===== src/rtl/sort_pkg.sv =====
// rtl/sort_pkg.sv - shared sizes, FSM state type and priority encoder for the min sort engine
package sort_pkg;

  localparam int N  = 8;
  localparam int W  = 16;
  localparam int IW = $clog2(N);
  // Bit counter width; a 1-bit element still needs a 1-bit counter.
  localparam int BW = (W > 1) ? $clog2(W) : 1;

  typedef enum logic [1:0] {
    ST_IDLE,
    ST_SCAN,
    ST_PRESENT
  } sort_state_t;

  // Lowest set bit wins, so equal candidates resolve to the lowest index.
  function automatic logic [IW-1:0] lowest_set(input logic [N-1:0] v);
    logic [IW-1:0] idx;
    idx = '0;
    for (int k = N - 1; k >= 0; k--) begin
      if (v[k]) begin
        idx = IW'(k);
      end
    end
    return idx;
  endfunction

endpackage


===== src/rtl/min_bit_step.sv =====
// rtl/min_bit_step.sv - one MSB-first elimination step over the candidate mask
module min_bit_step
  import sort_pkg::*;
(
  input  logic [N-1:0] cand,
  input  logic [N-1:0] bit_slice,
  output logic [N-1:0] next_cand,
  output logic         any_zero
);

  // Candidates with a 0 at this bit are strictly smaller than those with a 1.
  always_comb begin
    next_cand = cand & ~bit_slice;
    any_zero  = |next_cand;
  end

endmodule


===== src/rtl/min_extract_seq.sv =====
// rtl/min_extract_seq.sv - bit-serial minimum extraction, emits a loaded job in ascending order
module min_extract_seq
  import sort_pkg::*;
(
  input  logic              i_clk,
  input  logic              i_rst_n,
  input  logic              i_load_valid,
  input  logic [N*W-1:0]    i_load_data,
  output logic              o_load_ready,
  output logic              o_valid,
  output logic [W-1:0]      o_data,
  output logic [IW-1:0]     o_idx,
  output logic              o_last,
  input  logic              i_ready
);

  sort_state_t            state_q, state_d;
  logic [N-1:0][W-1:0]    data_q, data_d;
  logic [N-1:0]           alive_q, alive_d;
  logic [N-1:0]           cand_q, cand_d;
  logic [BW-1:0]          b_q, b_d;
  logic [IW-1:0]          emit_q, emit_d;
  logic                   o_valid_q, o_valid_d;
  logic [W-1:0]           o_data_q, o_data_d;
  logic [IW-1:0]          o_idx_q, o_idx_d;
  logic                   o_last_q, o_last_d;

  logic [N-1:0]           slice;
  logic [N-1:0]           step_next;
  logic                   step_any_zero;
  logic [N-1:0]           scan_cand;
  logic [IW-1:0]          scan_sel;
  logic [N-1:0]           sel_mask;

  // Gather bit b of every stored element for the elimination step.
  always_comb begin
    slice = '0;
    for (int k = 0; k < N; k++) begin
      slice[k] = data_q[k][b_q];
    end
  end

  min_bit_step u_step (
    .cand      (cand_q),
    .bit_slice (slice),
    .next_cand (step_next),
    .any_zero  (step_any_zero)
  );

  // Candidate mask after this bit, and the winner once the last bit is done.
  always_comb begin
    scan_cand = step_any_zero ? step_next : cand_q;
    scan_sel  = lowest_set(scan_cand);
    sel_mask  = N'(1) << o_idx_q;
  end

  // Next-state and datapath updates for load, scan and present.
  always_comb begin
    state_d   = state_q;
    data_d    = data_q;
    alive_d   = alive_q;
    cand_d    = cand_q;
    b_d       = b_q;
    emit_d    = emit_q;
    o_valid_d = o_valid_q;
    o_data_d  = o_data_q;
    o_idx_d   = o_idx_q;
    o_last_d  = o_last_q;

    case (state_q)
      ST_IDLE: begin
        if (i_load_valid) begin
          data_d  = i_load_data;
          alive_d = '1;
          cand_d  = '1;
          b_d     = BW'(W - 1);
          emit_d  = '0;
          state_d = ST_SCAN;
        end
      end

      ST_SCAN: begin
        cand_d = scan_cand;
        if (b_q == '0) begin
          // Outputs are loaded here so o_valid comes straight from a flop.
          o_valid_d = 1'b1;
          o_data_d  = data_q[scan_sel];
          o_idx_d   = scan_sel;
          o_last_d  = (emit_q == IW'(N - 1));
          state_d   = ST_PRESENT;
        end else begin
          b_d = b_q - 1'b1;
        end
      end

      ST_PRESENT: begin
        if (i_ready) begin
          o_valid_d = 1'b0;
          emit_d    = emit_q + 1'b1;
          b_d       = BW'(W - 1);
          if (o_last_q) begin
            alive_d = '0;
            cand_d  = '0;
            state_d = ST_IDLE;
          end else begin
            alive_d = alive_q & ~sel_mask;
            cand_d  = alive_q & ~sel_mask;
            state_d = ST_SCAN;
          end
        end
      end

      default: begin
        state_d   = ST_IDLE;
        o_valid_d = 1'b0;
        alive_d   = '0;
      end
    endcase
  end

  // State and output registers; reset drops any job in flight.
  always_ff @(posedge i_clk or negedge i_rst_n) begin
    if (!i_rst_n) begin
      state_q   <= ST_IDLE;
      data_q    <= '0;
      alive_q   <= '0;
      cand_q    <= '0;
      b_q       <= '0;
      emit_q    <= '0;
      o_valid_q <= 1'b0;
      o_data_q  <= '0;
      o_idx_q   <= '0;
      o_last_q  <= 1'b0;
    end else begin
      state_q   <= state_d;
      data_q    <= data_d;
      alive_q   <= alive_d;
      cand_q    <= cand_d;
      b_q       <= b_d;
      emit_q    <= emit_d;
      o_valid_q <= o_valid_d;
      o_data_q  <= o_data_d;
      o_idx_q   <= o_idx_d;
      o_last_q  <= o_last_d;
    end
  end

  assign o_load_ready = (state_q == ST_IDLE);
  assign o_valid      = o_valid_q;
  assign o_data       = o_data_q;
  assign o_idx        = o_idx_q;
  assign o_last       = o_last_q;

endmodule

===== config.mk =====
export PLATFORM = sky130hd
export DESIGN_NAME = min_extract_seq
export DESIGN_NICKNAME = d
export VERILOG_FILES = /design/src/rtl/sort_pkg.sv /design/src/rtl/min_bit_step.sv /design/src/rtl/min_extract_seq.sv
export SDC_FILE = /design/constraint.sdc
export NUM_CORES = 1
export LEC_CHECK = 0
export CORE_MARGIN = 3
export CORE_UTILIZATION = 51
export CTS_BUF_LIST = sky130_fd_sc_hd__clkbuf_8
export DETAILED_ROUTE_END_ITERATION = 10
export GPL_TIMING_DRIVEN = 1
export PLACE_DENSITY_LB_ADDON = 0.25
export SLEW_MARGIN = 40
export SYNTH_ARGS = -nofsm -noshare
export SYNTH_HDL_FRONTEND = slang
export SYNTH_SLANG_ARGS = --single-unit

===== constraint.sdc =====
create_clock -name i_clk -period 4.16 [get_ports i_clk]
set_clock_uncertainty 0.2 [all_clocks]
set_input_delay 0.832 -clock i_clk [delete_from_list [all_inputs] [get_ports i_clk]]
set_output_delay 0.832 -clock i_clk [all_outputs]
set_load 0.01 [all_outputs]

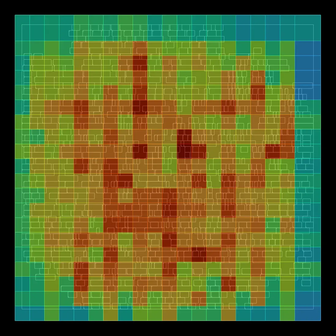
final_congestion.png
met2 demand-to-capacity share in global routing: 43.1%
most used routing layer in global routing: met2
final routed wire length divided by cell count: 22.0 um

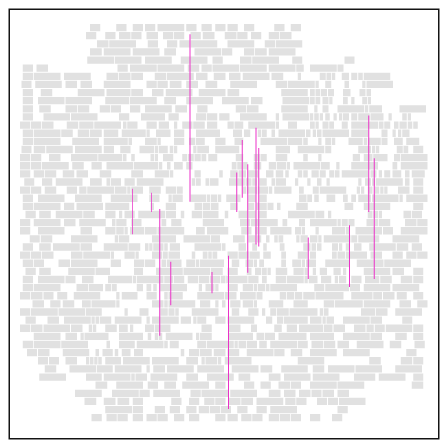
met4.png
The wires run mostly vertical. The layer carries 437 um of wire. The layer holds 1.6% of the routed length. 14 nets have wire on it.
Routed WL: 27.3 mm
via count: 7475

==> results.txt <==
Notes on the flow outputs.

- After detailed routing, the wire length on met1 is 11.5 mm.
- The root buffer selected by CTS reads sky130_fd_sc_hd__clkbuf_8.
- The reported sequential group power reads 3.21 mW.
- The primary flip-flop cell chosen by synthesis mapping is sky130_fd_sc_hd__dfrtp_1.
- The die outline area is 20500 um2.
- The insertion delay to the later sink of the worst-skew pair reads 480 ps.
- The run finished with clean final reports.
- Synthesis inferred 174 register bits.
- The number of design-rule violations left by the first detailed-router iteration reads 661.
- The most repeated cell in the gate-level netlist after synthesis reads sky130_fd_sc_hd__dfrtp_1.
- In this run the remaining antenna-violating nets after routing total 0.
- The count of maximum capacitance violations reads 0.
- The global-route wire length before repair is 42.0 mm.
- The final timing report lists a hold violation count of 0.
- The count of flip-flops with a built-in enable after synthesis is 0.
- The post-synthesis to final-layout area growth is 25.7%.
- The highest-count logic cell in the final layout is sky130_fd_sc_hd__dfrtp_1.
- Summed over the clock group, the power is 1.16 mW.
- The async set or reset register ratio after synthesis reads 100%.
- The timing report notes that buffer and inverter cells on the critical path total 2.
- The share of Yosys cell area claimed by the top area cell type reads 45.3%.
- The destination of the critical timing path is o_data[10].
- The number of global-route vias before repair is 7572.
- The number of cells upsized or downsized after cts is 0.
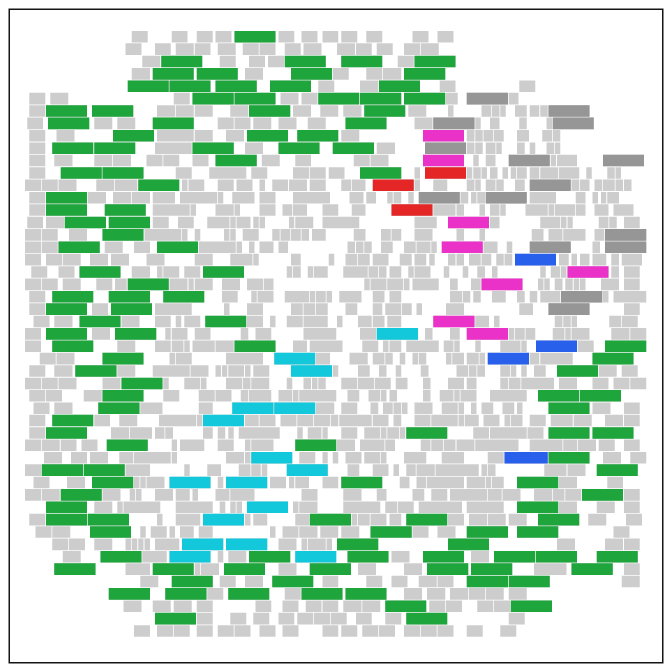
registers.png
Other sequential cells in the stronger grey, the rest of the logic in the fainter grey.
Cyan shows o_data, flops 16. Red shows o_idx, flops 3. Magenta shows cand_q, flops 8. Blue shows b_q, flops 4, where east. Green shows data_q, flops 128, where all over the die.
Another 15 sequential cells are not coloured.
register fraction of the total cell area: 36.1%
sequential cell area: 4360 um2
Final Core Density: 66.3%

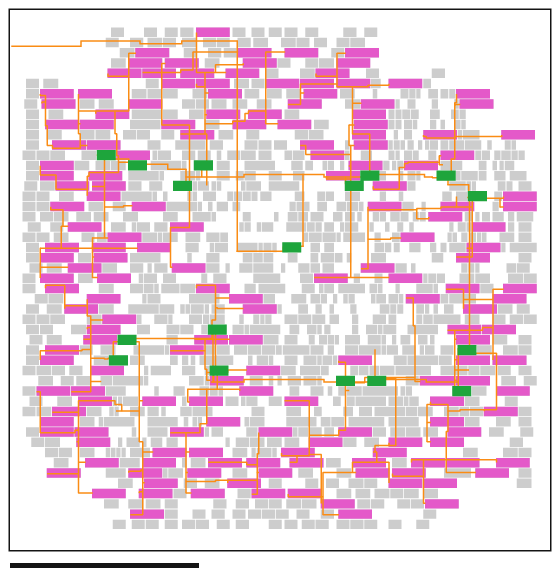
clock_map.png
Bar = 50 um.
Orange shows clock wires, length 2130 um. Green shows cells driving clock nets, count 17. Magenta shows flip-flops, count 174.
There are 18 routed clock nets.

per-layer routing:
| layer | global-route usage [%] | up-vias |
|---|---|---|
| met5 | 0 | - |
| met4 | 5.75 | 0 |
| met3 | 6.10 | 33 |
| met2 | 43.1 | 323 |
| met1 | 37.3 | 3741 |
| li1 | - | 3378 |
area by class of cell:
class / count / area (um2)
Timing Repair Buffer: 198 / 2000
Inverter: 21 / 78.8
Clock buffer: 17 / 234
Clock inverter: 15 / 148
Fill cell: 1411 / 6140
Tap cell: 229 / 287
Sequential cell: 174 / 4360
Multi-Input combinational cell: 583 / 4960
how the worst min path moves through the flow:
| stage | slack [ps] | cells past startpoint | startpoint | end |
|---|---|---|---|---|
| global placement | 290 | 2 | alive_q[2] | alive_q[2] |
| detailed placement | 300 | 2 | o_data[13] | o_data[13] |
| floorplan | 270 | 2 | alive_q[1] | alive_q[1] |
| finish | 120 | 1 | i_rst_n | data_q[57] |
| global route | 150 | 1 | i_rst_n | data_q[55] |
| CTS | 140 | 1 | i_rst_n | data_q[57] |
kinds of logic after synthesis:
logic type      after synthesis  share of synthesized area [%]
buf+inv                      75                           3.60
fa+ha+maj                     8                           1.04
flops                       174                           45.3
simple gates                197                           9.31
xor+xnor                      2                          0.182
compound gates              128                           9.16
mux                         248                           31.4
registers in the layout (all words and copies together), names as in the netlist:
signal and flops:
o_data 16, cand_q 8, emit_q 3, alive_q 8
o_last 1, state_q 2, data_q 128, o_idx 3
b_q 4, o_valid 1
through the flow:
step | area (um2) | TNS [ps] | util (%)
2_1_floorplan | 9610 | 0 | -
3_3_place_gp | 11600 | 0 | 63.7
3_5_place_dp | 11600 | 0 | 63.7
4_1_cts | 12000 | 0 | 65.8
5_1_grt | 12100 | -52.8 | 66.3
6_report | 12100 | 0 | 66.3
No activity file was given, so power comes from the tool's default toggle rates.
